Design aabb_hit_resolver, sky130hd; sources not shown.
Figure 1. Met4 routing.
(3 px per um) Supply wires on this layer in grey.
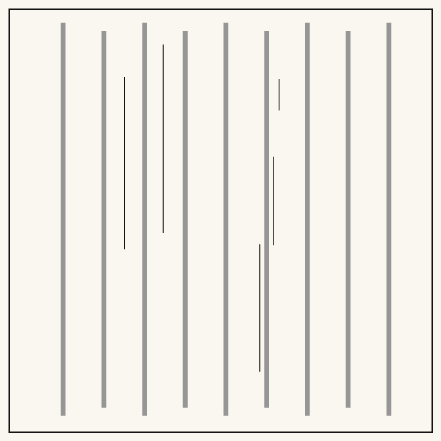
- longest straight run: 62.6 um
- share of all routed wire: 1.4%
- nets with wire on the layer: 3
- main direction: vertical
- wire length on this layer: 201 um
vias: 4012
drt total wl: 14900 um

Figure 2. Layout detail.
Window x 55 to 85, y 27 to 57 um. Cells in grey, sequential cells in the stronger grey; small squares are vias.
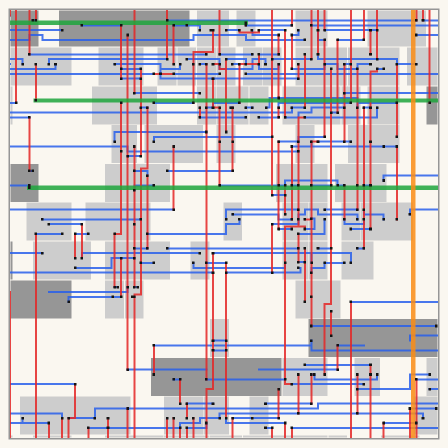
- blue: met1
- red: met2
- orange: met4
- green: met3
- cells with their middle in the window: 57
- sequential cells in the window: 3
- most frequent: nor2_1 (9), nand2_1 (7), nor3_2 (6)

Figure 3. Signal metal coverage by tile.
(3 px per um) 28 x 28 tiles, from white (low) to dark blue (high), scaled to the fullest tile. Values are wire area over tile area, all layers added.
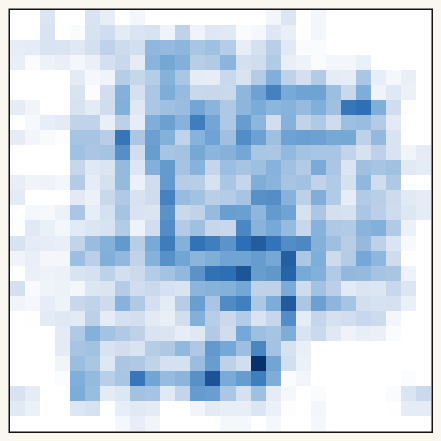
- tiles over half the peak: 11%
- mean over tiles: 0.12
- nearly empty tiles: 21%
- emptiest ninth of the die: south-east
- fullest tile: 0.51
- densest ninth of the die: centre
Routed WL per cell: 19.4 um
All-Layer GR Usage: 0.160

Figure 4. Routing congestion.
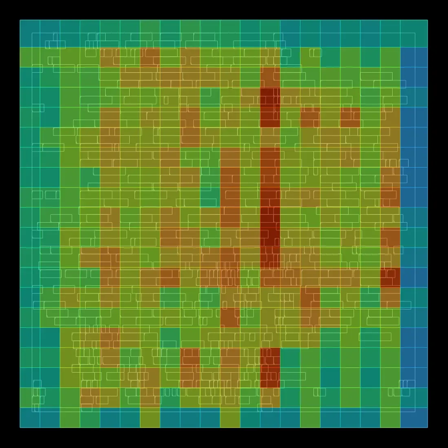
GR peak layer: met2
GRT met2 Usage: 0.259

Figure 5. Logic cells by family.
(4 px per um)
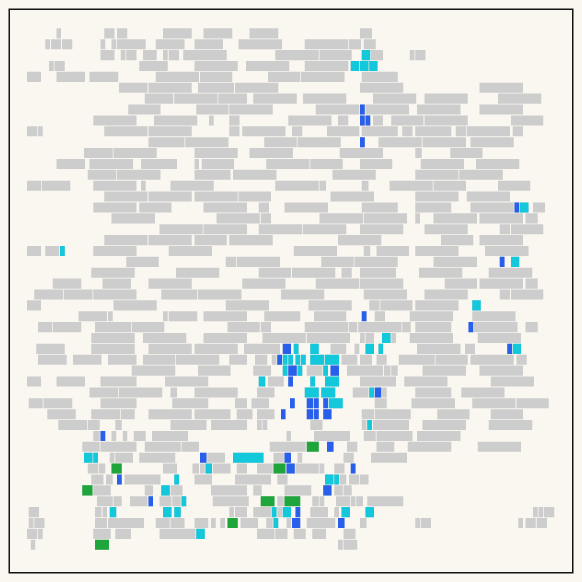
- blue: NAND gates (cells 35; most used nand2_1)
- cyan: NOR gates (cells 49; most used nor2_1)
- green: AND-OR and OR-AND gates (cells 8; most used a21o_1)
Comb area share: 0.239
Top cell excl fill/tap: edfxtp_1

==> reports/qor.csv <==
metric,value,unit
critPathMaxFanout,10,
tns,0,ns
grt_max_degree,17,
dp_cells,734,
comb-power,2.75,mW
fmax,0.260,GHz
xor_share,0.0155,
status,finished clean,
pg_clk,1.53,mW
cts_tree,done,
ys_seq_share,0.701,
ys_sh_aoi,0.0510,
synthDistinctLibCells,51,
slew_headroom,0.253,
ys_ff,199,
die_y,140,um
maxCapViolations,0,
tightest_slew,1.12,ns
stdcell_count,766,
cts_max_path_buffers,2,
top_power_group,combinational logic,
hold_depth,0,
utilization,0.528,
first_pass_iters,4,
[critical path: cells and delay by family (launching register included)]
| kind | cells | cell delay (ns) |
|---|---|---|
| AOI/OAI and AO/OA | 1 | 0.33 |
| and+or+nand+nor | 2 | 0.22 |
| muxes | 1 | 0.54 |
| buffers and inverters | 3 | 0.98 |
| DFF | 1 | 0.38 |
[layout make-up]
class / count / area (um2)
Fill cell: 1395 / 8130
Sequential cell: 199 / 5540
Multi-Input combinational cell: 230 / 2180
Clock buffer: 25 / 498
Timing Repair Buffer: 29 / 284
Tap cell: 225 / 282
Buffer: 33 / 216
Inverter: 18 / 67.6
Clock inverter: 7 / 41.3
[placed cells by master, fill, tap and decap left out, types with 3 or more instances in the layout]
master / instances
clkbuf_1: 10
xnor2_1: 8
nor2_1: 19
nand3_1: 7
and2_1: 3
o211ai_1: 4
nor3_2: 6
clkbuf_16: 19
a22oi_1: 18
a21oi_1: 5
buf_2: 3
nor3_1: 4
dlygate4sd2_1: 9
xor2_1: 6
clkinv_2: 4
nor2b_1: 16
o21ai_0: 5
buf_6: 6
clkdlybuf4s50_1: 16
nand2_1: 21
buf_4: 19
mux4_2: 36
edfxtp_1: 144
ha_1: 15
buf_1: 3
conb_1: 16
dfrtp_1: 23
inv_1: 17
nand2b_1: 7
dfxtp_1: 32
[metal layers]
layer | global-route usage | share of wire
met1 | 0.218 | 0.43
met2 | 0.259 | 0.51
met3 | 0.0311 | 0.053
met4 | 0.0541 | 0.014
met5 | 0 | 0
[repair_timing]
item                                    4_1_cts  5_1_grt
setup buffers                                 0        0
endpoints found under the hold margin         0        0
gates resized                                14        2
hold buffers                                  0        0
endpoints found under the setup margin       11       35
pin swaps                                     0        0
Power is estimated from default activity; no workload was simulated.
